<file path="src/rtl/ctrlwd_pipe_pkg.sv">
// Shared control-word geometry for the decoder and the control pipeline.
// The field layout is {EX, MEM, WB} from MSB to LSB.
package ctrl_pkg;

    localparam int CW_W  = 58;
    localparam int WB_W  = 8;
    localparam int MEM_W = 12;
    localparam int EX_W  = CW_W - MEM_W - WB_W;

    localparam int WB_LSB  = 0;
    localparam int MEM_LSB = WB_W;
    localparam int EX_LSB  = WB_W + MEM_W;

    localparam int RETIRE_CNT_W = 32;

    // A bubble is all-zero control: no register write, no memory access.
    localparam logic [CW_W-1:0] CTRL_BUBBLE = '0;

endpackage

</file>
<file path="src/rtl/ctrlwd_pipe_if.sv">
// Control-word bus between the decode-stage LUT (master) and the pipeline (slave).
// in_valid qualifies ctrl_wrd for one cycle; there is no ready: freeze, stall and flush are the only holds.
interface ctrlwd_pipe_if
    import ctrl_pkg::*;
#(
    parameter int CNT_W = RETIRE_CNT_W
);

    logic [CW_W-1:0]  ctrl_wrd;
    logic             in_valid;
    logic             stall;
    logic             flush;
    logic             freeze;
    logic             cnt_clr;

    logic [EX_W-1:0]  ctrl_ex;
    logic [MEM_W-1:0] ctrl_mem;
    logic [WB_W-1:0]  ctrl_wb;
    logic             valid_ex;
    logic             valid_mem;
    logic             valid_wb;
    logic [CNT_W-1:0] retire_cnt;

    modport master (
        output ctrl_wrd, in_valid, stall, flush, freeze, cnt_clr,
        input  ctrl_ex, ctrl_mem, ctrl_wb, valid_ex, valid_mem, valid_wb, retire_cnt
    );

    modport slave (
        input  ctrl_wrd, in_valid, stall, flush, freeze, cnt_clr,
        output ctrl_ex, ctrl_mem, ctrl_wb, valid_ex, valid_mem, valid_wb, retire_cnt
    );

endinterface

</file>
<file path="src/rtl/ctrlwd_pipe_stage_reg.sv">
// One pipeline stage register holding {ctrl slice, valid}.
// Priority: hold > bubble > load; loading an invalid word stores zeros so no stale field survives.
module ctrl_stage_reg #(
    parameter int W = 8
) (
    input  logic         clk,
    input  logic         rst_n,
    input  logic         hold,
    input  logic         bubble,
    input  logic [W-1:0] d,
    input  logic         d_valid,
    output logic [W-1:0] q,
    output logic         q_valid
);

    always_ff @(posedge clk or negedge rst_n) begin
        if (!rst_n) begin
            q       <= '0;
            q_valid <= 1'b0;
        end else if (!hold) begin
            if (bubble || !d_valid) begin
                q       <= '0;
                q_valid <= 1'b0;
            end else begin
                q       <= d;
                q_valid <= 1'b1;
            end
        end
    end

endmodule

</file>
<file path="src/rtl/ctrlwd_pipe.sv">
// Carries the decoded control word through ID/EX, EX/MEM and MEM/WB and counts retirements.
// Every output is a register bit; no input reaches an output combinationally.
module ctrlwd_pipe
    import ctrl_pkg::*;
#(
    parameter int CNT_W = RETIRE_CNT_W
) (
    input  logic         clk,
    input  logic         rst_n,
    ctrlwd_pipe_if.slave bus
);

    logic [CW_W-1:0]   idex_q;
    logic              idex_v;
    logic [EX_LSB-1:0] exmem_q;
    logic              exmem_v;
    logic [WB_W-1:0]   memwb_q;
    logic              memwb_v;
    logic [CNT_W-1:0]  retire_cnt_q;
    logic              insert_bubble;

    // Stall and flush both squash only the word entering ID/EX; older stages keep draining.
    assign insert_bubble = bus.stall | bus.flush;

    ctrl_stage_reg #(.W(CW_W)) u_idex (
        .clk     (clk),
        .rst_n   (rst_n),
        .hold    (bus.freeze),
        .bubble  (insert_bubble),
        .d       (bus.ctrl_wrd),
        .d_valid (bus.in_valid),
        .q       (idex_q),
        .q_valid (idex_v)
    );

    ctrl_stage_reg #(.W(EX_LSB)) u_exmem (
        .clk     (clk),
        .rst_n   (rst_n),
        .hold    (bus.freeze),
        .bubble  (1'b0),
        .d       (idex_q[EX_LSB-1:0]),
        .d_valid (idex_v),
        .q       (exmem_q),
        .q_valid (exmem_v)
    );

    ctrl_stage_reg #(.W(WB_W)) u_memwb (
        .clk     (clk),
        .rst_n   (rst_n),
        .hold    (bus.freeze),
        .bubble  (1'b0),
        .d       (exmem_q[WB_W-1:0]),
        .d_valid (exmem_v),
        .q       (memwb_q),
        .q_valid (memwb_v)
    );

    // Clear beats increment; a frozen MEM/WB entry has not retired yet.
    always_ff @(posedge clk or negedge rst_n) begin
        if (!rst_n) begin
            retire_cnt_q <= '0;
        end else if (bus.cnt_clr) begin
            retire_cnt_q <= '0;
        end else if (memwb_v && !bus.freeze) begin
            retire_cnt_q <= retire_cnt_q + 1'b1;
        end
    end

    assign bus.ctrl_ex    = idex_q[CW_W-1:EX_LSB];
    assign bus.ctrl_mem   = exmem_q[EX_LSB-1:MEM_LSB];
    assign bus.ctrl_wb    = memwb_q[WB_LSB +: WB_W];
    assign bus.valid_ex   = idex_v;
    assign bus.valid_mem  = exmem_v;
    assign bus.valid_wb   = memwb_v;
    assign bus.retire_cnt = retire_cnt_q;

endmodule

</file>
<file path="src/flat_wrapper.sv">
// flat-port wrapper written by rule: the top's interface ports become plain ports
module ctrlwd_pipe_flat import ctrl_pkg::*;
#(
    parameter int CNT_W = RETIRE_CNT_W
)
  (clk, rst_n, bus_ctrl_wrd, bus_in_valid, bus_stall, bus_flush, bus_freeze, bus_cnt_clr, bus_ctrl_ex, bus_ctrl_mem, bus_ctrl_wb, bus_valid_ex, bus_valid_mem, bus_valid_wb, bus_retire_cnt);
  ctrlwd_pipe_if #(.CNT_W(CNT_W)) bus_i ();
  input  logic clk;
  input  logic rst_n;
  input wire logic [$bits(bus_i.ctrl_wrd)-1:0] bus_ctrl_wrd;
  input wire logic [$bits(bus_i.in_valid)-1:0] bus_in_valid;
  input wire logic [$bits(bus_i.stall)-1:0] bus_stall;
  input wire logic [$bits(bus_i.flush)-1:0] bus_flush;
  input wire logic [$bits(bus_i.freeze)-1:0] bus_freeze;
  input wire logic [$bits(bus_i.cnt_clr)-1:0] bus_cnt_clr;
  output wire logic [$bits(bus_i.ctrl_ex)-1:0] bus_ctrl_ex;
  output wire logic [$bits(bus_i.ctrl_mem)-1:0] bus_ctrl_mem;
  output wire logic [$bits(bus_i.ctrl_wb)-1:0] bus_ctrl_wb;
  output wire logic [$bits(bus_i.valid_ex)-1:0] bus_valid_ex;
  output wire logic [$bits(bus_i.valid_mem)-1:0] bus_valid_mem;
  output wire logic [$bits(bus_i.valid_wb)-1:0] bus_valid_wb;
  output wire logic [$bits(bus_i.retire_cnt)-1:0] bus_retire_cnt;
  assign bus_i.ctrl_wrd = bus_ctrl_wrd;
  assign bus_i.in_valid = bus_in_valid;
  assign bus_i.stall = bus_stall;
  assign bus_i.flush = bus_flush;
  assign bus_i.freeze = bus_freeze;
  assign bus_i.cnt_clr = bus_cnt_clr;
  assign bus_ctrl_ex = bus_i.ctrl_ex;
  assign bus_ctrl_mem = bus_i.ctrl_mem;
  assign bus_ctrl_wb = bus_i.ctrl_wb;
  assign bus_valid_ex = bus_i.valid_ex;
  assign bus_valid_mem = bus_i.valid_mem;
  assign bus_valid_wb = bus_i.valid_wb;
  assign bus_retire_cnt = bus_i.retire_cnt;
  ctrlwd_pipe #(.CNT_W(CNT_W)) u_core (.clk(clk), .rst_n(rst_n), .bus(bus_i));
endmodule
</file>
<file path="config.mk">
export PLATFORM = sky130hd
export DESIGN_NAME = ctrlwd_pipe_flat
export DESIGN_NICKNAME = d
export VERILOG_FILES = /design/src/rtl/ctrlwd_pipe_pkg.sv /design/src/rtl/ctrlwd_pipe_if.sv /design/src/rtl/ctrlwd_pipe_stage_reg.sv /design/src/rtl/ctrlwd_pipe.sv /design/src/flat_wrapper.sv
export SDC_FILE = /design/constraint.sdc
export NUM_CORES = 1
export LEC_CHECK = 0
export ABC_AREA = 1
export ABC_CLOCK_PERIOD_IN_PS = 1600
export CAP_MARGIN = 20
export CELL_PAD_IN_SITES_DETAIL_PLACEMENT = 1
export CELL_PAD_IN_SITES_GLOBAL_PLACEMENT = 1
export CORE_ASPECT_RATIO = 0.5
export CORE_MARGIN = 2
export CORE_UTILIZATION = 35
export DETAILED_ROUTE_END_ITERATION = 8
export PLACE_DENSITY_LB_ADDON = 0.1
export SLEW_MARGIN = 10
export SYNTH_ARGS = -nofsm -noshare
export SYNTH_HDL_FRONTEND = slang
export SYNTH_SLANG_ARGS = --single-unit
</file>
<file path="constraint.sdc">
create_clock -name clk -period 1.6 [get_ports clk]
set_clock_uncertainty 0.05 [all_clocks]
set_input_delay 0.16 -clock clk [delete_from_list [all_inputs] [get_ports clk]]
set_output_delay 0.16 -clock clk [all_outputs]
set_load 0.01 [all_outputs]
</file>
run_1/gate_families.png
The bar under the picture is 50 um long.
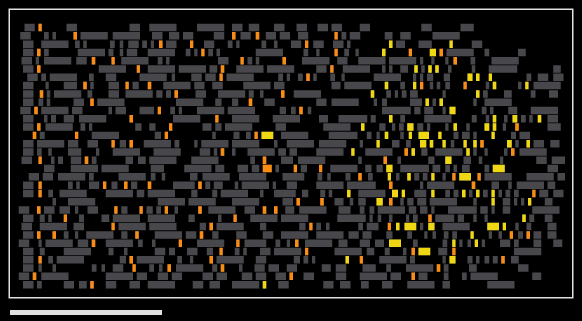
Key: yellow = NOR gates [cells 76, most used nor2_1]; orange = inverters [cells 115, most used inv_1, where spread over the die]
Commonest Layout Cell: nand2_1
Non-Filler Instances: 1,061
fraction of area in multi-input gates: 22.6%

run_1/metal_stack.png
The bar under the picture is 50 um long.
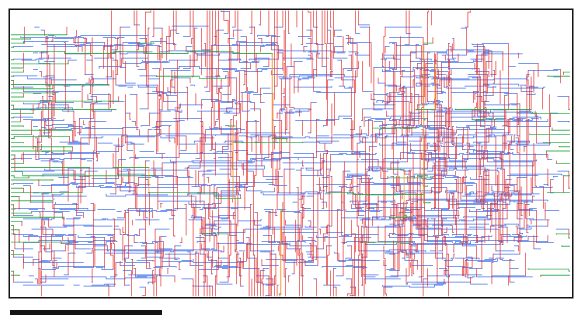
Key: red = met2 [wire length 7,700 um]; orange = met4 [wire length 169 um]; green = met3 [wire length 948 um]; blue = met1 [wire length 7,320 um]

run_1/cell_classes.png
The bar under the picture is 50 um long. Fill, decap, tap and diode cells in grey.
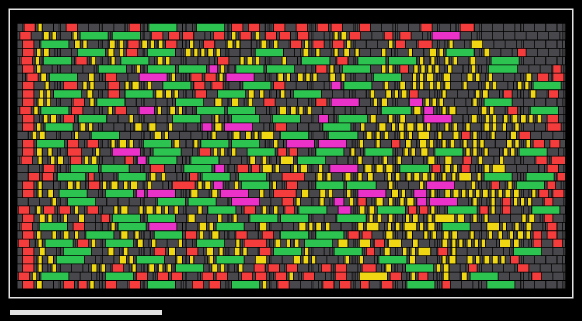
Key: green = flip-flops [cells 121]; red = other buffers and delay cells [cells 197]; yellow = all other logic [cells 490]; magenta = clock drivers and dummy loads [cells 32]
row cnt: 32
Core Util, Final: 51.4%
Core ar.: 0.0157 mm2
final instance area: 0.00805 mm2

==> run 1: per-layer routing <==
layer	share of wire (%)	routed length (um)	vias up	GRT usage (%)
met5	0	0	-	0
met2	48	7700	112	33.7
met4	1.0	169	0	5.73
met3	5.9	947	18	6.16
met1	45	7320	2349	24.0
li1	-	-	2378	-
==> run 1: sequential cells by signal (all words and copies together), names as in the netlist <==
register and cells:
u_core.u_memwb.q 8, u_core.u_idex.q_valid 1, u_core.u_memwb.q_valid 1, u_core.u_exmem.q 20, u_core.u_exmem.q_valid 1, u_core.bus.retire_cnt 32, u_core.u_idex.q 58
==> run 1: stage by stage <==
step	hold slack [ns]	TNS [ns]	util, %
floorplan	-0.186	0	-
global placement	0.0724	0	46.4
detailed placement	0.0758	0	46.4
CTS	0.159	0	50.9
global route	0.174	-0.0706	51.4
finish	0.135	0	51.4
==> Slide: Implementation Results, run 1 <==
Key Metrics from the Run

Final layout
  • Seq Cell Count: 121
  • Clock network area share: 7.02%
  • Area Growth Syn to Fin: 41.5%
  • Nonclk buf count: 197
  • Combinational Gates: 375
  • Sequential share of cell area: 37.7%
  • Fillcell total: 1,817
  • Non-clock buffer share of cell area: 23.8%

Place
  • Placed Area: 0.00727 mm2
  • HPWL after detailed placement: 11.2 mm
  • Inst Count DP: 1,009

Synth
  • Synth Area per Inst: 8.34 um2
  • Syn. warnings: 0
  • Most frequent cell after synthesis: nand2_1
  • Most used flip-flop cell: dfrtp_1
  • Yosys stat chip area: 0.00569 mm2
  • Post-Synth AOI/OAI Area: 11.8%
  • Post-synth mux share: 0%
  • Area leader, netlist: dfrtp_1
  • Seq cells post-synth: 121
  • Simple-Gate Area Share: 18.7%

Global routing
  • Global-route wire length before repair: 26.3 mm
  • Largest net degree at the start of global routing: 60
  • Global route total overflow: 0
  • Gr usage total: 19.7%
  • Initial antenna violation count: 0

Outcome
  • Status: complete, no violations

Clocking
  • Clk_lat worst skew: 0.42 ns

Floorplan
  • Die Size: 0.0174 mm2
  • # IOs: 158
  • Die Span Y: 94.2 um
  • Die width: 184 um
  • Initial Util: 36.3%
  • Tap Cells: 221

Power
  • Top pwr grp: the clock network
  • Worst ir drop on vdd: 0.932 mV
  • Cell Int Power: 0.00550 W
  • NetSw: 0.00193 W
  • Sequential Power Share: 42.5%

Worst setup path
  • Worst Setup EP: bus_valid_mem
  • WP data arrival: 1.35 ns
  • Critical Path Fanout Max: 3
  • Crit-path max cell delay: 0.57 ns
  • Critical path capture point type: output pin

Final timing
  • Final hold vios: 0
  • Max Clk Rate: 641 MHz
  • RSZ-0062 raised after global routing: yes

Flow run
  • OpenROAD warnings: 27

Drt
  • Post-route DRC violation count: 0
  • Wirelength, routed: 16.1 mm
run_1/final_placement.png
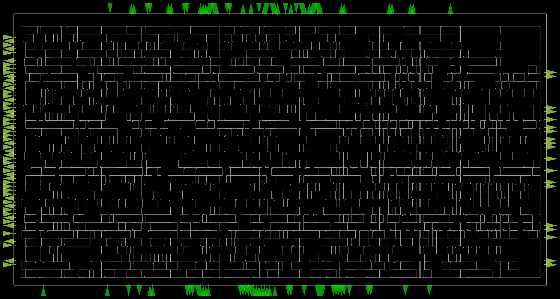

--- run 2 (diff from run 1) ---
--- a/config.mk
+++ b/config.mk
@@ -15,6 +15,7 @@
 export CORE_UTILIZATION = 35
 export DETAILED_ROUTE_END_ITERATION = 8
 export PLACE_DENSITY_LB_ADDON = 0.1
+export REMOVE_ABC_BUFFERS = 1
 export SLEW_MARGIN = 10
 export SYNTH_ARGS = -nofsm -noshare
 export SYNTH_HDL_FRONTEND = slang
run_2/final_placement.png
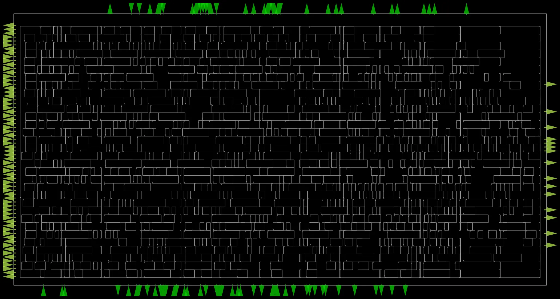
Tap Cells: 221
Seq Cell Count: 121

run_2/cell_classes.png
The bar under the picture is 50 um long. Fill, decap, tap and diode cells in grey.
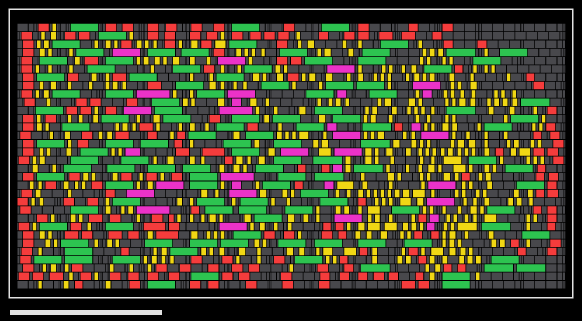
Key: red = other buffers and delay cells [cells 194]; magenta = clock drivers and dummy loads [cells 32]; yellow = all other logic [cells 490]; green = flip-flops [cells 121]

==> Slide: Implementation Results, run 2 <==
Key Metrics from the Run

Worst setup path
  • Crit-path max cell delay: 0.38 ns (was 0.57 ns)
  • Worst Setup EP: u_core.bus.retire_cnt[24]$_DFFE_PN0P_ (was bus_valid_mem)
  • Crit path depth: 7 (was 1)
  • Critical path capture point type: flop (was output pin)
  • WP data arrival: 1.84 ns (was 1.35 ns)
  • Critical Path Fanout Max: 4 (was 3)
  • Crit path max-delay family: simple AND/OR/NAND/NOR gates (was buffers and inverters)

Final layout
  • Area Growth Syn to Fin: 42.3% (was 41.5%)
  • Sequential share of cell area: 37.6% (was 37.7%)
  • Clock network area share: 7.97% (was 7.02%)
  • Fraction of area in multi-input gates: 22.4% (was 22.6%)
  • Fillcell total: 1,807 (was 1,817)
  • Commonest Layout Cell: nand2_1 (unchanged)
  • Nonclk buf count: 194 (was 197)
  • Non-clock buffer share of cell area: 23.3% (was 23.8%)
  • Combinational Gates: 375 (unchanged)
  • Non-Filler Instances: 1,058 (was 1,061)
  • Final instance area: 0.00810 mm2 (was 0.00805 mm2)
  • Largest Register: u_core.u_idex.q (unchanged)
  • Max reg flops: 58 (unchanged)
  • Core Util, Final: 51.7% (was 51.4%)

Synth
  • Seq cells post-synth: 121 (unchanged)
  • Area leader, netlist: dfrtp_1 (unchanged)
  • Syn Std Cell Area: 0.00569 mm2 (unchanged)
  • Most frequent cell after synthesis: nand2_1 (unchanged)
  • Most used flip-flop cell: dfrtp_1 (unchanged)
  • Post-synth mux share: 0% (unchanged)
  • Syn. warnings: 0 (unchanged)
  • Simple-Gate Area Share: 18.7% (unchanged)
  • Post-Synth AOI/OAI Area: 11.8% (unchanged)
  • Xor/xnor share: 0.154% (unchanged)
  • Synth Area per Inst: 8.34 um2 (unchanged)
  • Yosys stat chip area: 0.00569 mm2 (unchanged)

Floorplan
  • Row cnt: 32 (unchanged)
  • # IOs: 158 (unchanged)
  • Die Span Y: 94.2 um (unchanged)
  • Core ar.: 0.0157 mm2 (unchanged)
  • Initial Util: 36.3% (unchanged)
  • Die width: 184 um (unchanged)

Final timing
  • RSZ-0062 raised after global routing: yes (unchanged)
  • Final hold vios: 0 (unchanged)
  • Setup TNS: 0 ns (unchanged)
  • Fin Hold WS: 0.0407 ns (was 0.135 ns)
  • Setup-failing EPs final: 0 (unchanged)

Global routing
  • Initial antenna violation count: 0 (unchanged)
  • Met2 Track Usage GR: 33.7% (about the same)
  • Met1 usage: 23.7% (was 24.0%)
  • GRT busiest layer: met2 (unchanged)
  • Global-route wire length before repair: 26.6 mm (was 26.3 mm)
  • Global Route met3 Usage: 8.41% (was 6.16%)
  • Largest net degree at the start of global routing: 48 (was 60)
  • Global route total overflow: 0 (unchanged)

Place
  • Inst Count DP: 1,006 (was 1,009)
  • Placed Area: 0.00723 mm2 (was 0.00727 mm2)

Clocking
  • Clk_lat worst skew: 0.42 ns (about the same)

Drt
  • DR WL met3: 1.38 mm (was 947 um)
  • Routed wl met2: 7.78 mm (was 7.70 mm)
  • M1 WL: 7.02 mm (was 7.32 mm)
  • Top layer in use: met4 (unchanged)
  • Wirelength, routed: 16.5 mm (was 16.1 mm)

Outcome
  • Status: complete, no violations (unchanged)

Power
  • Power Clock: 0.00424 W (was 0.00370 W)
  • Sequential Power Share: 39.7% (was 42.5%)
  • Leakage: 3.94 nW (was 3.80 nW)
  • Worst ir drop on vdd: 0.814 mV (was 0.932 mV)
  • Top pwr grp: the clock network (unchanged)
  • Comb power frac: 7.0% (was 7.6%)
  • Cell Int Power: 0.00609 W (was 0.00550 W)

Flow run
  • OpenROAD warnings: 26 (was 27)

Min path
  • Worst hold-check path type: primary input to async pin (was primary input to flop)
[run 2: cell counts after synthesis]
No cell type changed its count.
[run 2: how the worst min path moves through the flow]
stage,cells after the start,endpoint,startpoint,slack (ns)
after floorplan,0,u_core.bus.retire_cnt[0]$_DFFE_PN0P_,rst_n,-0.19
after global placement,1,u_core.u_idex.q[27]$_DFFE_PN0N_,rst_n,-0.07
after detailed placement,1,u_core.u_idex.q[27]$_DFFE_PN0N_,rst_n,-0.07
after CTS,2,u_core.u_idex.q[27]$_DFFE_PN0N_,rst_n,0.01
after global routing,2,u_core.u_idex.q[40]$_DFFE_PN0N_,rst_n,0.03
final,2,u_core.u_idex.q[27]$_DFFE_PN0N_,rst_n,0.04
Power and IR drop assume default switching activity.
